pinout.png
Scale: 10 px per um. Pins as bars across the die edge, other pins in gray.
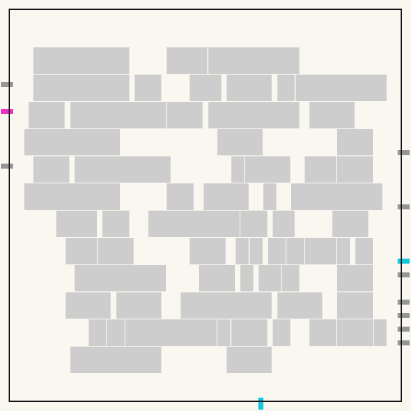
class_map.png
Scale: 8 px per um.
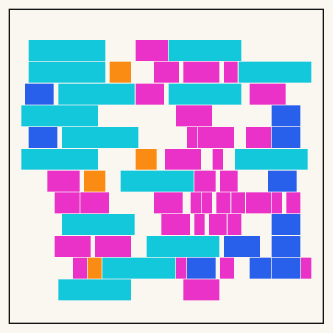
layers.png
Scale: 8 px per um.
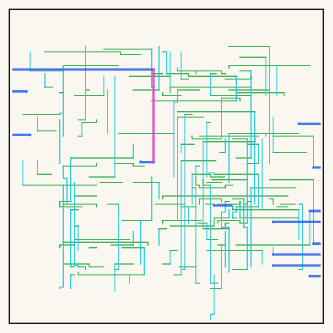
## src/rtl/key_pkg.sv

```systemverilog
// Shared definitions for the key-driven state cycler.
package key_pkg;

  // Level of an idle key. The keys are active-low, so this is also the
  // level the synchronisers and debouncers return to on reset.
  localparam logic KEY_RELEASED = 1'b1;

  // Step request decoded from the two press events. The value is {next, prev}.
  typedef enum logic [1:0] {
    STEP_NONE = 2'b00,
    STEP_PREV = 2'b01,
    STEP_NEXT = 2'b10,
    STEP_BOTH = 2'b11
  } step_e;

  // Width of a debounce counter that only has to hold 0..cycles-1.
  // It is never narrower than one bit, so DEBOUNCE_CYCLES=1 still gets a legal vector.
  function automatic int dbc_width(input int cycles);
    return (cycles <= 1) ? 1 : $clog2(cycles);
  endfunction

endpackage

```

## src/rtl/key_debounce.sv

```systemverilog
// One raw active-low key in; a one-cycle press pulse out.
// The path is a 2-FF synchroniser, then an up-counting debouncer, then a
// registered falling-edge detector on the debounced level.
module key_debounce
  import key_pkg::*;
#(
  parameter int DEBOUNCE_CYCLES = 4
) (
  input  logic clk,
  input  logic rst_n,
  input  logic key_raw,
  output logic press
);

  localparam int            CW = dbc_width(DEBOUNCE_CYCLES);
  localparam logic [CW-1:0] TC = CW'(DEBOUNCE_CYCLES - 1);

  logic          r_sync1;
  logic          r_sync2;
  logic          r_level;
  logic [CW-1:0] r_cnt;
  logic          r_press;

  logic w_diff;
  logic w_tc;

  // The level flips on the edge that would complete DEBOUNCE_CYCLES consecutive
  // differing samples. The press pulse is set on that same edge, so the consumer
  // sees the pulse in the first cycle of the new debounced level.
  assign w_diff = (r_sync2 != r_level);
  assign w_tc   = w_diff && (r_cnt == TC);

  // Synchroniser, debounce counter, debounced level and press pulse.
  always_ff @(posedge clk or negedge rst_n) begin
    if (!rst_n) begin
      r_sync1 <= KEY_RELEASED;
      r_sync2 <= KEY_RELEASED;
      r_level <= KEY_RELEASED;
      r_cnt   <= '0;
      r_press <= 1'b0;
    end else begin
      r_sync1 <= key_raw;
      r_sync2 <= r_sync1;
      if (!w_diff || w_tc) begin
        r_cnt <= '0;
      end else begin
        r_cnt <= r_cnt + 1'b1;
      end
      if (w_tc) begin
        r_level <= r_sync2;
      end
      // A release (the level going back to 1) produces no pulse.
      r_press <= w_tc && (r_sync2 != KEY_RELEASED);
    end
  end

  assign press = r_press;

endmodule

```

## src/rtl/key_cycle_fsm.sv

```systemverilog
// State cycler driven by two debounced keys. key_next steps the state up and
// key_prev steps it down. At either end the state wraps or saturates,
// depending on wrap_en. A synchronous load overrides the keys when its value
// is in range; an out-of-range load is rejected and flagged on load_err.
module key_cycle_fsm
  import key_pkg::*;
#(
  parameter int N_STATES        = 4,
  parameter int DEBOUNCE_CYCLES = 4,
  parameter int SW              = $clog2(N_STATES)
) (
  input  logic          clk,
  input  logic          rst_n,
  input  logic          key_next,
  input  logic          key_prev,
  input  logic          wrap_en,
  input  logic          load_en,
  input  logic [SW-1:0] load_val,
  output logic [SW-1:0] state,
  output logic          wrap_pulse,
  output logic          load_err
);

  localparam logic [SW-1:0] LAST    = SW'(N_STATES - 1);
  localparam logic [SW:0]   N_WIDE  = (SW + 1)'(N_STATES);

  logic [SW-1:0] r_state;
  logic          r_wrap;
  logic          r_load_err;

  logic          w_ev_next;
  logic          w_ev_prev;
  step_e         w_step;
  logic          w_load_ok;
  logic [SW-1:0] w_state_nxt;
  logic          w_wrap_nxt;
  logic          w_err_nxt;

  key_debounce #(
    .DEBOUNCE_CYCLES(DEBOUNCE_CYCLES)
  ) u_dbc_next (
    .clk    (clk),
    .rst_n  (rst_n),
    .key_raw(key_next),
    .press  (w_ev_next)
  );

  key_debounce #(
    .DEBOUNCE_CYCLES(DEBOUNCE_CYCLES)
  ) u_dbc_prev (
    .clk    (clk),
    .rst_n  (rst_n),
    .key_raw(key_prev),
    .press  (w_ev_prev)
  );

  assign w_step = step_e'({w_ev_next, w_ev_prev});

  // The range check is done one bit wider, so it stays meaningful when
  // N_STATES is a power of two.
  assign w_load_ok = load_en && ({1'b0, load_val} < N_WIDE);

  // Next state: a valid load wins; otherwise apply the key step with wrap or saturate.
  always_comb begin
    w_state_nxt = r_state;
    w_wrap_nxt  = 1'b0;
    w_err_nxt   = 1'b0;
    if (w_load_ok) begin
      w_state_nxt = load_val;
    end else begin
      w_err_nxt = load_en;
      case (w_step)
        STEP_NEXT: begin
          if (r_state == LAST) begin
            if (wrap_en) begin
              w_state_nxt = '0;
              w_wrap_nxt  = 1'b1;
            end
          end else begin
            w_state_nxt = r_state + 1'b1;
          end
        end
        STEP_PREV: begin
          if (r_state == '0) begin
            if (wrap_en) begin
              w_state_nxt = LAST;
              w_wrap_nxt  = 1'b1;
            end
          end else begin
            w_state_nxt = r_state - 1'b1;
          end
        end
        default: begin
          w_state_nxt = r_state;
        end
      endcase
    end
  end

  // State vector and the one-cycle status pulses.
  always_ff @(posedge clk or negedge rst_n) begin
    if (!rst_n) begin
      r_state    <= '0;
      r_wrap     <= 1'b0;
      r_load_err <= 1'b0;
    end else begin
      r_state    <= w_state_nxt;
      r_wrap     <= w_wrap_nxt;
      r_load_err <= w_err_nxt;
    end
  end

  assign state      = r_state;
  assign wrap_pulse = r_wrap;
  assign load_err   = r_load_err;

endmodule

```

## config.mk

```make
export PLATFORM = sky130hd
export DESIGN_NAME = key_cycle_fsm
export DESIGN_NICKNAME = d
export VERILOG_FILES = /design/src/rtl/key_pkg.sv /design/src/rtl/key_debounce.sv /design/src/rtl/key_cycle_fsm.sv
export SDC_FILE = /design/constraint.sdc
export NUM_CORES = 1
export LEC_CHECK = 0
export CORE_UTILIZATION = 49
export CTS_CLUSTER_DIAMETER = 120
export DETAILED_ROUTE_END_ITERATION = 12
export PLACE_DENSITY = 0.75
export SKIP_LAST_GASP = 1
export SYNTH_ARGS = -nofsm -noshare
export SYNTH_HDL_FRONTEND = slang
export SYNTH_HIERARCHICAL = 1
export SYNTH_SLANG_ARGS = --single-unit
export TNS_END_PERCENT = 50
```

## constraint.sdc

```tcl
create_clock -name clk -period 1.5 [get_ports clk]
set_input_delay 0.3 -clock clk [delete_from_list [all_inputs] [get_ports clk]]
set_output_delay 0.3 -clock clk [all_outputs]
set_load 0.005 [all_outputs]
```

==> impl_metrics.ini <==
; physical design summary
[final_layout]
area_growth_pct = 21.9
lay_top_cells = 9 x clkdlybuf4s50_1, 9 x dfrtp_1, 6 x ha_1, 6 x dfstp_2, 5 x inv_1
flops = 15
clock_tree_area_fraction = 0.0335
inverters = 5
nClkBuffers = 3
sh_comb_area = 0.322
drive_gt1_frac = 0.258
fillCellCount = 105
final_cells = 80
mi_logic_area_um2 = 264
nets = 81
largest_cell_class = sequential cells

[synthesis]
common_cells = 9 x dfrtp_1, 6 x dfstp_2, 6 x ha_1
synth_area_per_cell_um2 = 12.9
synth_cells = 52
yosys_cells = 52
mux_share = 0.0632
ys_types = 20
adder_share = 0.112
async_flop_share = 1.00
most_common_cell = dfrtp_1
yosys.area.top_type = dfrtp_1
fp_nets = 66
top_logic_kind = simple AND/OR/NAND/NOR gates
yosysWarnings = 6
syn-cell-area_um2 = 673
synth_flops = 15
simple_gate_share = 0.115
edf_count = 0
yosys.stat.seqShare = 0.569

[grt]
grt_pass1_wl_um = 1530
met3_usage = 0.0520
gr-usage-met2 = 0.263
gr-total-overflow = 0
grt_max_degree = 16
met1_usage = 0.184
grt_pass1_vias = 371

[pwr]
switching_share = 0.290
seqPwrFrac = 0.501
leakagePower_nw = 0.384
pg_comb_uw = 368
p_int_uw = 836
combinationalPowerShare = 0.313
finalPower_mw = 1.18
ir_worst_vdd_mv = 0.948
maxPowerGroup = registers
p_seq_uw = 590

[critical_path]
critical_path_class = reg2out
r2r-start = u_dbc_next/press
crit_buf_inv = 1
crit_family = buffers and inverters
cp_max_fo = 3
worst_setup_path_start_kind = register
reg2regPathDepth = 6
crit_end = state[1]
arrival_ns = 1.15

[place]
dp_cells = 76
hpwl_um = 746
post_dp_cell_area_um2 = 791

[clock_tree]
cts-resized-gates = 0
cts_made_buffers = 3
clock-sinks = 15
cts_tree = yes
htreeDepth = 1
cts_root_buf = clkbuf_4
postCtsSetupBuffers = 0
ctsLongestPathBuffers = 2

[drt]
route.met3.wl_um = 48
routed_via_density = 5.15
drc = 0
routedWlPerCell_um = 12.1
met1Wirelength_um = 458
ant_nets = 0
routed-wl-met2_um = 448

[final_timing]
final-hold-violation-count = 0
slew_violations = 0

[run]
maxCapViolCount = 0
openroad.warnings = 29

[floorplanning]
nWellTaps = 14

[status]
status = complete, no violations
About pinout.png:
[key_prev] magenta | pins: 1 | direction: input | edge: left
[state] cyan | pins: 2 | direction: output | edge: 1 right, 1 bottom
# port buffers: 10
die width: 39.1 um

About class_map.png:
[remaining logic cells] magenta | cells: 36 | share of their area: 35%
[remaining buffers and delay cells] blue | cells: 11 | share of their area: 14%
[clock drivers and dummy loads] orange | cells: 4 | share of their area: 3.4%
[registers] cyan | cells: 15 | share of their area: 48%
Final Instance Area: 821 um^2
Core Footprint: 1190 um^2
Rows: 12
Finished Core Util: 0.692
fraction of area in registers: 0.466

About layers.png:
[M3] blue | wire length: 48.5 um
[M4] magenta | wire length: 11.6 um
[M1] green | wire length: 459 um
[M2] cyan | wire length: 449 um
Total Routing Usage GR: 0.163
vias post-DR: 412

